**src/rtl/eth_stats_if.sv**
```systemverilog
// eth_stats_if: MAC status stream in, live and snapshot statistics out
// master drives enable/valid/frame_length/frame_good/snap_req/snap_clear and reads the counters.
// slave is the accumulator side.
interface eth_stats_if #(
  parameter int COUNTER_WIDTH = 64,
  parameter int LENGTH_WIDTH = 17
);
  logic enable;
  logic valid;
  logic [LENGTH_WIDTH-1:0] frame_length;
  logic frame_good;
  logic snap_req;
  logic snap_clear;
  logic [COUNTER_WIDTH-1:0] total_bytes;
  logic [COUNTER_WIDTH-1:0] total_good;
  logic [COUNTER_WIDTH-1:0] total_bad;
  logic [2:0] overflow;
  logic [COUNTER_WIDTH-1:0] snap_bytes;
  logic [COUNTER_WIDTH-1:0] snap_good;
  logic [COUNTER_WIDTH-1:0] snap_bad;
  logic [2:0] snap_overflow;
  logic snap_valid;
  modport master (
    output enable, valid, frame_length, frame_good, snap_req, snap_clear,
    input total_bytes, total_good, total_bad, overflow,
    input snap_bytes, snap_good, snap_bad, snap_overflow, snap_valid
  );
  modport slave (
    input enable, valid, frame_length, frame_good, snap_req, snap_clear,
    output total_bytes, total_good, total_bad, overflow,
    output snap_bytes, snap_good, snap_bad, snap_overflow, snap_valid
  );
endinterface

```
**src/rtl/eth_stats_accumulator.sv**
```systemverilog
// eth_stats_accumulator: per-port byte/good/bad frame counters with wrap or saturate and atomic snapshot
// clk, rst : clock and synchronous active-high reset
// s        : eth_stats_if slave; widths must match COUNTER_WIDTH / LENGTH_WIDTH
module eth_stats_accumulator #(
  parameter int COUNTER_WIDTH = 64,
  parameter int LENGTH_WIDTH = 17,
  parameter bit SATURATE = 1'b0
) (
  input logic clk,
  input logic rst,
  eth_stats_if.slave s
);
  localparam int CW = COUNTER_WIDTH;
  logic s1_v, s1_good;
  logic [LENGTH_WIDTH-1:0] s1_len;
  logic [CW-1:0] total_bytes, total_good, total_bad;
  logic [CW-1:0] snap_bytes, snap_good, snap_bad;
  logic [2:0] overflow, snap_overflow;
  logic snap_valid;
  logic [CW:0] sum_b, sum_g, sum_r;
  logic [CW-1:0] n_bytes, n_good, n_bad;
  logic [2:0] n_ovf;
  // Values the live registers take this edge before any clear; snapshots load these too.
  always_comb begin
    sum_b = {1'b0, total_bytes} + (s1_v ? {{(CW+1-LENGTH_WIDTH){1'b0}}, s1_len} : '0);
    sum_g = {1'b0, total_good} + (CW+1)'(s1_v & s1_good);
    sum_r = {1'b0, total_bad} + (CW+1)'(s1_v & ~s1_good);
    n_bytes = (SATURATE && sum_b[CW]) ? '1 : sum_b[CW-1:0];
    n_good = (SATURATE && sum_g[CW]) ? '1 : sum_g[CW-1:0];
    n_bad = (SATURATE && sum_r[CW]) ? '1 : sum_r[CW-1:0];
    n_ovf = overflow | {sum_r[CW], sum_g[CW], sum_b[CW]};
  end
  always_ff @(posedge clk) begin
    if (rst) begin
      s1_v <= 1'b0;
      s1_len <= '0;
      s1_good <= 1'b0;
      total_bytes <= '0;
      total_good <= '0;
      total_bad <= '0;
      overflow <= '0;
      snap_bytes <= '0;
      snap_good <= '0;
      snap_bad <= '0;
      snap_overflow <= '0;
      snap_valid <= 1'b0;
    end else begin
      s1_v <= s.valid & s.enable;
      if (s.valid & s.enable) begin
        s1_len <= s.frame_length;
        s1_good <= s.frame_good;
      end
      snap_valid <= s.snap_req;
      if (s.snap_req) begin
        snap_bytes <= n_bytes;
        snap_good <= n_good;
        snap_bad <= n_bad;
        snap_overflow <= n_ovf;
      end
      total_bytes <= (s.snap_req & s.snap_clear) ? '0 : n_bytes;
      total_good <= (s.snap_req & s.snap_clear) ? '0 : n_good;
      total_bad <= (s.snap_req & s.snap_clear) ? '0 : n_bad;
      overflow <= (s.snap_req & s.snap_clear) ? '0 : n_ovf;
    end
  end
  assign s.total_bytes = total_bytes;
  assign s.total_good = total_good;
  assign s.total_bad = total_bad;
  assign s.overflow = overflow;
  assign s.snap_bytes = snap_bytes;
  assign s.snap_good = snap_good;
  assign s.snap_bad = snap_bad;
  assign s.snap_overflow = snap_overflow;
  assign s.snap_valid = snap_valid;
endmodule

```
**src/flat_wrapper.sv**
```systemverilog
// flat-port wrapper written by rule: the top's interface ports become plain ports
module eth_stats_accumulator_flat 
#(
  parameter int COUNTER_WIDTH = 64,
  parameter int LENGTH_WIDTH = 17,
  parameter bit SATURATE = 1'b0
)
  (clk, rst, s_enable, s_valid, s_frame_length, s_frame_good, s_snap_req, s_snap_clear, s_total_bytes, s_total_good, s_total_bad, s_overflow, s_snap_bytes, s_snap_good, s_snap_bad, s_snap_overflow, s_snap_valid);
  eth_stats_if #(.COUNTER_WIDTH(COUNTER_WIDTH), .LENGTH_WIDTH(LENGTH_WIDTH)) s_i ();
  input logic clk;
  input logic rst;
  input wire logic [$bits(s_i.enable)-1:0] s_enable;
  input wire logic [$bits(s_i.valid)-1:0] s_valid;
  input wire logic [$bits(s_i.frame_length)-1:0] s_frame_length;
  input wire logic [$bits(s_i.frame_good)-1:0] s_frame_good;
  input wire logic [$bits(s_i.snap_req)-1:0] s_snap_req;
  input wire logic [$bits(s_i.snap_clear)-1:0] s_snap_clear;
  output wire logic [$bits(s_i.total_bytes)-1:0] s_total_bytes;
  output wire logic [$bits(s_i.total_good)-1:0] s_total_good;
  output wire logic [$bits(s_i.total_bad)-1:0] s_total_bad;
  output wire logic [$bits(s_i.overflow)-1:0] s_overflow;
  output wire logic [$bits(s_i.snap_bytes)-1:0] s_snap_bytes;
  output wire logic [$bits(s_i.snap_good)-1:0] s_snap_good;
  output wire logic [$bits(s_i.snap_bad)-1:0] s_snap_bad;
  output wire logic [$bits(s_i.snap_overflow)-1:0] s_snap_overflow;
  output wire logic [$bits(s_i.snap_valid)-1:0] s_snap_valid;
  assign s_i.enable = s_enable;
  assign s_i.valid = s_valid;
  assign s_i.frame_length = s_frame_length;
  assign s_i.frame_good = s_frame_good;
  assign s_i.snap_req = s_snap_req;
  assign s_i.snap_clear = s_snap_clear;
  assign s_total_bytes = s_i.total_bytes;
  assign s_total_good = s_i.total_good;
  assign s_total_bad = s_i.total_bad;
  assign s_overflow = s_i.overflow;
  assign s_snap_bytes = s_i.snap_bytes;
  assign s_snap_good = s_i.snap_good;
  assign s_snap_bad = s_i.snap_bad;
  assign s_snap_overflow = s_i.snap_overflow;
  assign s_snap_valid = s_i.snap_valid;
  eth_stats_accumulator #(.COUNTER_WIDTH(COUNTER_WIDTH), .LENGTH_WIDTH(LENGTH_WIDTH), .SATURATE(SATURATE)) u_core (.clk(clk), .rst(rst), .s(s_i));
endmodule
```
**config.mk**
```make
export PLATFORM = sky130hd
export DESIGN_NAME = eth_stats_accumulator_flat
export DESIGN_NICKNAME = d
export VERILOG_FILES = /design/src/rtl/eth_stats_if.sv /design/src/rtl/eth_stats_accumulator.sv /design/src/flat_wrapper.sv
export SDC_FILE = /design/constraint.sdc
export NUM_CORES = 1
export LEC_CHECK = 0
export CAP_MARGIN = 25
export CORE_UTILIZATION = 50
export CTS_BUF_LIST = sky130_fd_sc_hd__clkbuf_8
export DETAILED_ROUTE_END_ITERATION = 8
export PLACE_DENSITY_LB_ADDON = 0.2
export SLEW_MARGIN = 20
export SYNTH_ARGS = -nofsm -noshare
export SYNTH_HDL_FRONTEND = slang
export SYNTH_SLANG_ARGS = --single-unit
```
**constraint.sdc**
```tcl
create_clock -name clk -period 3.7 [get_ports clk]
set_input_delay 0.555 -clock clk [delete_from_list [all_inputs] [get_ports clk]]
set_output_delay 0.555 -clock clk [all_outputs]
set_load 0.01 [all_outputs]
```
==> results.toml <==
# yosys + openroad results
[outcome]
status = "finished clean"

[route]
drt_pass1_iterations = 6
drcViolationCount = 0
via_per_inst = 5.41
drtIter0Drc = 884
wl_per_cell_um = 17.7
ant_nets = 0

[global_route]
antenna_found_initial = 0
grtUsageTotal_pct = 27.7
grt_overflow = 0
grt_start_max_net_pins = 127
grt_pass1_vias = 14200
grt_pass1_wl_um = 75200

[critical_path]
end_kind = "flip-flop"
cpMaxStageDelayCell = "a221oi_1"
cp.buffers_inverters = 0
cp-endpoint = "u_core.s.snap_overflow[0]$_SDFFE_PP0P_"
r2r-end = "u_core.s.snap_overflow[0]$_SDFFE_PP0P_"
cp_cell_sequence = "and2_1 -> ha_1 -> fa_1 -> a21o_1 -> a221oi_1 -> or3_1 -> a21o_2 -> a21oi_1 -> a31oi_1 -> a211oi_1"
startpoint = "u_core.s1_v$_SDFF_PP0_"
crit_required_ns = 4.11
slowest_delay_ns = 0.47
path_delay_family = "AND-OR/OR-AND gates"
reg2reg_from = "u_core.s1_v$_SDFF_PP0_"
start_kind = "flip-flop"
critPathMaxFanout = 19
path_depth = 10
r2r_cells = 10
worst-setup-path-type = "flip-flop to flip-flop"
critPathArrivalTime_ns = 3.82

[flow_run]
warnings = 32
drv_cap = 0

[pwr]
p_sw_share_pct = 24.1
p_switching_mw = 2.15
power.share.combinational_pct = 6.8
power_mw = 8.93
p_int_mw = 6.78
power-top-group = "sequential cells"
ir_drop_v = 0.000345
seqPwrFrac_pct = 51.4
leakagePower_nw = 8.03
p_clk_share_pct = 41.8
p_clk_mw = 3.73
seq_cell_power_mw = 4.59

[finish]
lay_top_cells = "nor2_1 (415), clkdlybuf4s50_1 (412), dfxtp_1 (410)"
area_growth_pct = 34.5
fill_cells = 2652
finalNonFillerCells = 2707
drive_gt1_share_pct = 6.00
num_antenna_cells = 0
final_nets = 2276
register_area_um2 = 8210
logic_area_um2 = 7870
final_area_um2 = 22300
layout_top_cell = "nor2_1"
finish.utilization_pct = 68.4

[placed_design]
dp_hpwl_um = 33800
postPlaceCellArea_um2 = 21000
gp_congestion = 0.943
io_buffers = 414
dp_cells = 2601
place_ws_ns = 0.178

[logic_synthesis]
synth.yosys.warnings = 0
ys_sh_adder_pct = 1.71
ys_seq_share_pct = 49.6
synth-edff-count = 0
numSynthFlops = 410
avgSynthCellArea_um2 = 9.00
aoi_share_pct = 12.9
synth_cells = 1840
ys_sh_xor_pct = 9.78
simple_gate_area_share_pct = 22.1
yosys_cells = 1840
yosysUniqueCellTypes = 65
ys_top_logic_family = "simple AND/OR/NAND/NOR gates"
synthesis.nets = 1886
synthMuxAreaShare_pct = 0.846
ff_type = "dfxtp_1"
syn-cell-area_um2 = 16600
yosysChipArea_um2 = 16600
async_reset_ff_share_pct = 0

[hold_path]
min_path_cells = 2
hp-class = "input port to flip-flop"
worstHoldStart = "rst"
min_to = "u_core.s1_v$_SDFF_PP0_"

[clock_tree]
clock_sinks = 410
cts_hold_buffers = 0
cts_inserted_buffers = 69
cts_setup_buffers = 0
clockBufferDepth = 3
root_buffer = "clkbuf_8"
clkSlewWorstSetupHoldPaths_ns = 0.06
cts_resized = 0
htreeDepth = 3
tritoncts = "built"
clock_latency_ns = 0.59

[die]
io_pins = 415
die_w_um = 184
core_region_area_um2 = 32500
die_h_um = 184
die-area_um2 = 33900
fp_util_pct = 50.9
std_cell_rows = 66

[sta]
fin_crit_sh_pct = 92.2
fin_ws_ns = 0.290
final-hold-violation-count = 0
worst_pin_slew_ns = 1.16
slew_headroom_pct = 21.9
period_minus_slack_ns = 3.41
rsz0062_at_grt = "no"
fmax_ghz = 0.293
finalMaxSlewViolations = 0
whs_ns = 0.396
setup_viol = 0
finClkSkew_ns = 0.0361
finalSetupTns_ns = 0
## cells in the mapped netlist (all sizes together) (3+ instances only)
library cell / instances / area [um^2]
buf: 14 / 85.1
nor3: 17 / 129
nor4: 13 / 96.3
o211ai: 6 / 45.0
and2: 43 / 270
dfxtp: 410 / 8210
nor3b: 3 / 33.8
nand2: 115 / 432
and3: 36 / 226
clkbuf: 97 / 364
o2111ai: 14 / 123
o21ai: 26 / 130
nand2b: 7 / 43.8
nand3b: 3 / 22.5
inv: 17 / 63.8
mux2i: 14 / 140
nand4: 42 / 290
a21oi: 44 / 224
nand3: 56 / 280
a211oi: 179 / 1370
o21a: 3 / 22.5
nor2: 415 / 1560
xor2: 122 / 1070
a31oi: 5 / 31.3
and4: 20 / 181
a21o: 6 / 45.0
or3: 3 / 23.8
xnor2: 63 / 552
ha: 21 / 263
o22ai: 5 / 31.3
## cell type report
type | count | share of cell area (%)
Sequential cell | 410 | 36.9
Timing Repair Buffer | 430 | 19.4
Clock inverter | 25 | 0.612
Multi-Input combinational cell | 1302 | 35.4
Inverter | 17 | 0.287
Clock buffer | 81 | 5.01
Tap cell | 442 | 2.48
## routing by layer
metal | global-route usage (%) | part of all wire [%] | vias to the layer above
li1 | - | - | 7137
met1 | 33.8 | 41 | 6833
met2 | 44.5 | 46 | 559
met3 | 7.92 | 8.5 | 123
met4 | 14.4 | 4.5 | 0
met5 | 0 | 0 | -
## flip-flops by register name, indices dropped and copies added, names as in the netlist
register                flops
u_core.s.total_bytes       64
u_core.s.snap_valid         1
u_core.s1_v                 1
u_core.s.snap_overflow      3
u_core.s.overflow           3
u_core.s1_len              17
u_core.s.total_bad         64
u_core.s1_good              1
u_core.s.snap_bad          64
u_core.s.snap_bytes        64
u_core.s.snap_good         64
u_core.s.total_good        64
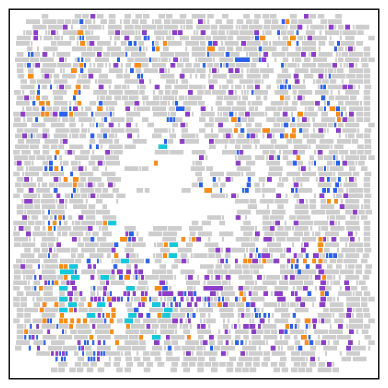
Figure 1: gate-type map.
Scale: 2 px per um.
[blue] nand cells | cells: 224 | most used: nand2_1 | where: spread over the die
[cyan] fa/ha/maj cells | cells: 22 | most used: ha_1
[orange] and/or cells | cells: 107 | most used: and2_1 | where: spread over the die
[purple] aoi and oai cells | cells: 288 | most used: a211oi_1 | where: spread over the die

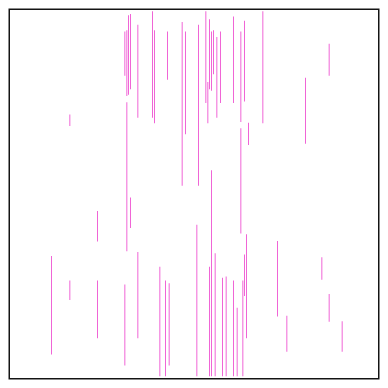
Figure 2: the metal 4 layer.
Scale: 2 px per um.
share of all routed wire: 4.5%
longest straight run: 103 um
nets with wire on the layer: 47
wire length on this layer: 2150 um
main direction: vertical
Via Count: 14700
total wire length: 47900 um

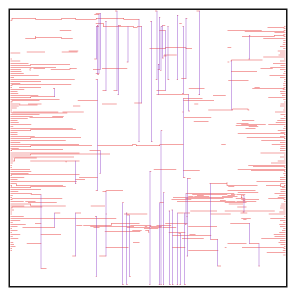
Figure 3: routed metal, one colour a layer.
Scale: 1.5 px per um. Two of the layers only.
[purple] M4 | wire length: 2150 um
[red] M3 | wire length: 4090 um

Power is estimated from default activity; no workload was simulated.
